File: src/rtl/if_fetch_stage.sv
// Instruction fetch stage: owns the PC, fetches over a req/ack handshake,
// buffers one word across stalls, and drives the IF/ID pipeline register.
module if_fetch_stage #(
  parameter int                 ADDR_W   = 32,
  parameter int                 INSTR_W  = 32,
  parameter logic [ADDR_W-1:0]  RESET_PC = '0
) (
  input  logic               clk,
  input  logic               reset,
  input  logic               PC_write,
  input  logic               IF_ID_write,
  input  logic               branch_taken,
  input  logic [ADDR_W-1:0]  branch_target,
  output logic               imem_req,
  output logic [ADDR_W-1:0]  imem_addr,
  input  logic               imem_ack,
  input  logic [INSTR_W-1:0] imem_rdata,
  output logic [INSTR_W-1:0] IF_ID_instr,
  output logic [ADDR_W-1:0]  IF_ID_pc_plus4,
  output logic               IF_ID_valid
);

  typedef enum logic [1:0] {ST_REQ, ST_HOLD, ST_DROP} state_t;

  state_t             state_q, state_d;
  logic [ADDR_W-1:0]  pc_q, pc_d;
  logic [ADDR_W-1:0]  drop_addr_q, drop_addr_d;
  logic [INSTR_W-1:0] buf_q, buf_d;
  logic [INSTR_W-1:0] instr_q, instr_d;
  logic [ADDR_W-1:0]  pc4_q, pc4_d;
  logic               valid_q, valid_d;

  logic               stall;
  logic [ADDR_W-1:0]  pc_plus4;
  logic [ADDR_W-1:0]  redirect_pc;
  logic               unused_tgt_bits;

  assign stall           = ~PC_write | ~IF_ID_write;
  assign pc_plus4        = pc_q + ADDR_W'(4);
  assign redirect_pc     = {branch_target[ADDR_W-1:2], 2'b00};
  assign unused_tgt_bits = ^branch_target[1:0];

  always_comb begin
    state_d     = state_q;
    pc_d        = pc_q;
    drop_addr_d = drop_addr_q;
    buf_d       = buf_q;
    instr_d     = instr_q;
    pc4_d       = pc4_q;
    valid_d     = valid_q;

    imem_req  = (state_q != ST_HOLD) & ~reset;
    imem_addr = (state_q == ST_DROP) ? drop_addr_q : {pc_q[ADDR_W-1:2], 2'b00};

    if (branch_taken) begin
      // Redirect wins over stall; an unacked in-flight request must still drain.
      pc_d    = redirect_pc;
      instr_d = '0;
      valid_d = 1'b0;
      buf_d   = '0;
      state_d = ST_REQ;
      if (state_q == ST_REQ && !imem_ack) begin
        state_d     = ST_DROP;
        drop_addr_d = pc_q;
      end else if (state_q == ST_DROP && !imem_ack) begin
        state_d = ST_DROP;
      end
    end else begin
      case (state_q)
        ST_REQ: begin
          if (stall) begin
            if (imem_ack) begin
              buf_d   = imem_rdata;
              state_d = ST_HOLD;
            end
          end else if (imem_ack) begin
            instr_d = imem_rdata;
            pc4_d   = pc_plus4;
            valid_d = 1'b1;
            pc_d    = pc_plus4;
          end else begin
            instr_d = '0;
            valid_d = 1'b0;
          end
        end
        ST_HOLD: begin
          if (!stall) begin
            instr_d = buf_q;
            pc4_d   = pc_plus4;
            valid_d = 1'b1;
            pc_d    = pc_plus4;
            state_d = ST_REQ;
          end
        end
        ST_DROP: begin
          if (imem_ack) begin
            state_d = ST_REQ;
          end
        end
        default: state_d = ST_REQ;
      endcase
    end
  end

  always_ff @(posedge clk) begin
    if (reset) begin
      state_q     <= ST_REQ;
      pc_q        <= RESET_PC;
      drop_addr_q <= '0;
      buf_q       <= '0;
      instr_q     <= '0;
      pc4_q       <= '0;
      valid_q     <= 1'b0;
    end else begin
      state_q     <= state_d;
      pc_q        <= pc_d;
      drop_addr_q <= drop_addr_d;
      buf_q       <= buf_d;
      instr_q     <= instr_d;
      pc4_q       <= pc4_d;
      valid_q     <= valid_d;
    end
  end

  assign IF_ID_instr    = instr_q;
  assign IF_ID_pc_plus4 = pc4_q;
  assign IF_ID_valid    = valid_q;

endmodule

File: config.mk
export PLATFORM = sky130hd
export DESIGN_NAME = if_fetch_stage
export DESIGN_NICKNAME = d
export VERILOG_FILES = /design/src/rtl/if_fetch_stage.sv
export SDC_FILE = /design/constraint.sdc
export NUM_CORES = 1
export LEC_CHECK = 0
export CORE_UTILIZATION = 45
export DETAILED_ROUTE_END_ITERATION = 6
export HOLD_SLACK_MARGIN = 0.1
export PLACE_DENSITY = 0.79
export SLEW_MARGIN = 0
export SYNTH_ARGS = -nofsm -noshare
export SYNTH_HDL_FRONTEND = slang
export SYNTH_SLANG_ARGS = --single-unit
File: constraint.sdc
create_clock -name clk -period 2.13 [get_ports clk]
set_input_delay 0.639 -clock clk [delete_from_list [all_inputs] [get_ports clk]]
set_output_delay 0.639 -clock clk [all_outputs]
set_load 0.02 [all_outputs]
Fig. 1: clock nets
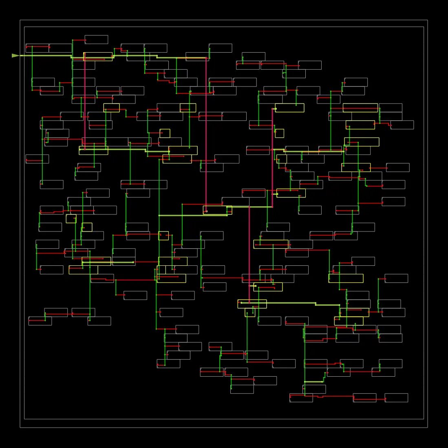
TritonCTS Buffers: 17
Clk. pwr: 0.00328 W
Latency at later pin: 0.42 ns
Clock Skews: 0.0111 ns

Fig. 2: sizing map
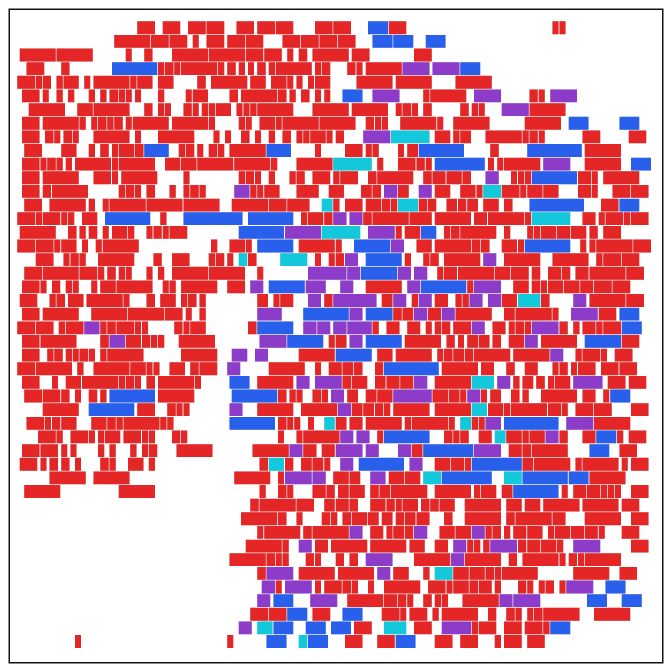
Key: purple = x3 and x4 [cells 100]; cyan = x2 [cells 22]; blue = x6 and larger [cells 70]; red = x1 and smaller [cells 922]

Fig. 3: signal wires on met1
Supply wires on this layer in gray.
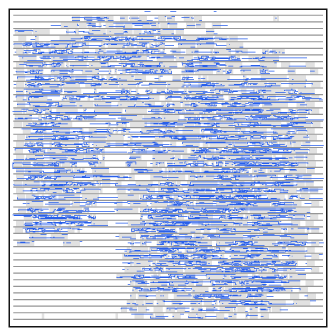
The wires run mostly horizontal. The layer carries 9060 um of wire.

[cells in the final DEF (no fill, tap or decap), types with 3 or more instances in the layout]
master             n
clkinv_4           5
nor3b_1            8
a211oi_1          22
conb_1             4
nand4_1            7
or3_1              4
inv_1             47
buf_16             4
xnor2_1           26
nand2_1          186
nor3_2             3
clkdlybuf4s50_1  126
nor4_1             5
buf_6             30
bufinv_16          4
o21ai_0            4
buf_4             57
buf_12            10
xor2_1            15
dfxtp_2            4
and3_1             8
nor3_1             8
nand3_1           17
clkbuf_16         17
mux2_4            26
mux2i_1            6
o22ai_1            4
and4_1             5
a21oi_1          127
nor2b_1            3
o21a_1            11
and2_1             3
a221oi_1          32
nor2_1            76
dfxtp_1          152
[per-stage QoR]
| stage | worst slack (ns) | instance area (um^2) |
|---|---|---|
| finish | -0.190 | 10500 |
| global route | -0.230 | 10500 |
| CTS | -0.192 | 10400 |
| detailed placement | -0.395 | 9410 |
| global placement | -0.370 | 9410 |
| floorplan | 0.0262 | 7390 |
[sequential cells by signal, indices dropped and copies added (netlist names)]
register,cells
IF_ID_instr,32
IF_ID_pc_plus4,30
IF_ID_valid,1
buf_q,32
drop_addr_q,30
pc_q,30
state_q,2
[repair_timing]
| item | 4_1_cts | 5_1_grt |
|---|---|---|
| endpoints found under the hold margin | 0 | 0 |
| cloned | 5 | 0 |
| setup endpoints to repair | 38 | 53 |
| pin swaps | 0 | 1 |
| resized | 233 | 18 |
| setup buffers | 4 | 7 |
[critical path: stages, from the launching register on]
cell,delay [ns]
dfxtp_2,0.34
nor2b_4,0.19
buf_12,0.14
buf_12,0.13
mux2_4,0.32
buf_6,0.14
==> impl_metrics.ini <==
; physical design summary
[clock_network]
cts.clk_slew.worst_paths_ns = 0.06
cts_tree = yes
clock_path_buffers = 2
clock_sinks = 157
cts_hold_buffers = 0

[logic_synthesis]
edf_count = 0
ys_sh_aoi_pct = 17.6
synthMuxAreaShare_pct = 4.94
synth_chip_area_mm2 = 0.00737
fa_ha_area_share_pct = 0.170
synth_area_mm2 = 0.00737
topCombFamilyByArea = simple AND/OR/NAND/NOR gates
syn_avg_cell_area_um2 = 7.87
yosysWarnings = 0
synthCells = 937
synthTopCellsByCount = nand2_1 (186), dfxtp_1 (157), a21oi_1 (127), nor2_1 (78), clkbuf_1 (65)
ys_seq_share_pct = 42.6

[worst_setup_path]
end_kind = output pin
worstPathRequired_ns = 1.49
worst-r2r-setup-slack_ns = 0.11
critPathLaunch = state_q[1]$_SDFFE_PP0P_
crit_type = register to output pin
rr_startpoint = state_q[0]$_SDFFE_PP0P_
cp.arrival_ns = 1.68
r2r-end = pc_q[23]$_SDFFE_PP0P_

[power_and_ir_drop]
p_int_w = 0.00561
power_frac_comb_pct = 14.8
p_clk_share_pct = 43.6
power.density_mw_per_mm2 = 716
p_seq_share_pct = 41.5
power.group.top = the clock network
netSwitchingFraction_pct = 25.4
powerComb_w = 0.00111
vdd_drop_max_uv = 557
switchingPower_w = 0.00191

[routing]
dr.max_layer_used = met5
wl_met3_mm = 1.78
drtIter0Drc = 632
wl_met2_mm = 10.5
drt-met1-wl_mm = 9.06
wl_per_cell_um = 16.5
drt_pass1_iterations = 5
vias_per_cell = 5.46

[placement]
gp_congestion = 0.865
post-dp-hpwl_mm = 14.0
portBuffers = 161

[final_timing]
period_minus_slack_ns = 2.32
worstMarginPinSlew_ns = 0.699
holdWs_ns = 0.454
tns_ns = -4.83
fin_ws_ns = -0.190
finalClockPeriodUsage_pct = 109
setup_viol = 30

[global_route]
grt_pass1_wl_mm = 34.3
grt_pass1_vias = 6737
antenna_found_initial = 1
top_usage_layer = met2
grt_util_all_layers_pct = 26.3
grt_max_degree = 67
met2_usage_pct = 43.1
use_met3_pct = 6.23

[min_path]
holdPathEnd = buf_q[3]$_SDFFE_PP0P_
hold_class = register to register
holdPathStages = 2
worstHoldStart = buf_q[3]$_SDFFE_PP0P_

[floorplan]
dieHeight_um = 130
io_pins = 168
fp_util_pct = 46.3
tap-cell-count = 216
core_mm2 = 0.0159
chipArea_mm2 = 0.0169

[cells_and_area]
layout.nets = 1173
ff_count = 157
logic_gates = 646
logic_area_mm2 = 0.00384
nonClkBufAreaFrac_pct = 23.0
flop_area_mm2 = 0.00315
sh_comb_area_pct = 36.6
diodes = 0
final_cell_count_no_fill = 1330
n_all_buffers = 233

[outcome]
violations = negative setup slack
outcome = finished, violations left

[run]
max_cap_violations = 0
Power and IR drop assume default switching activity.
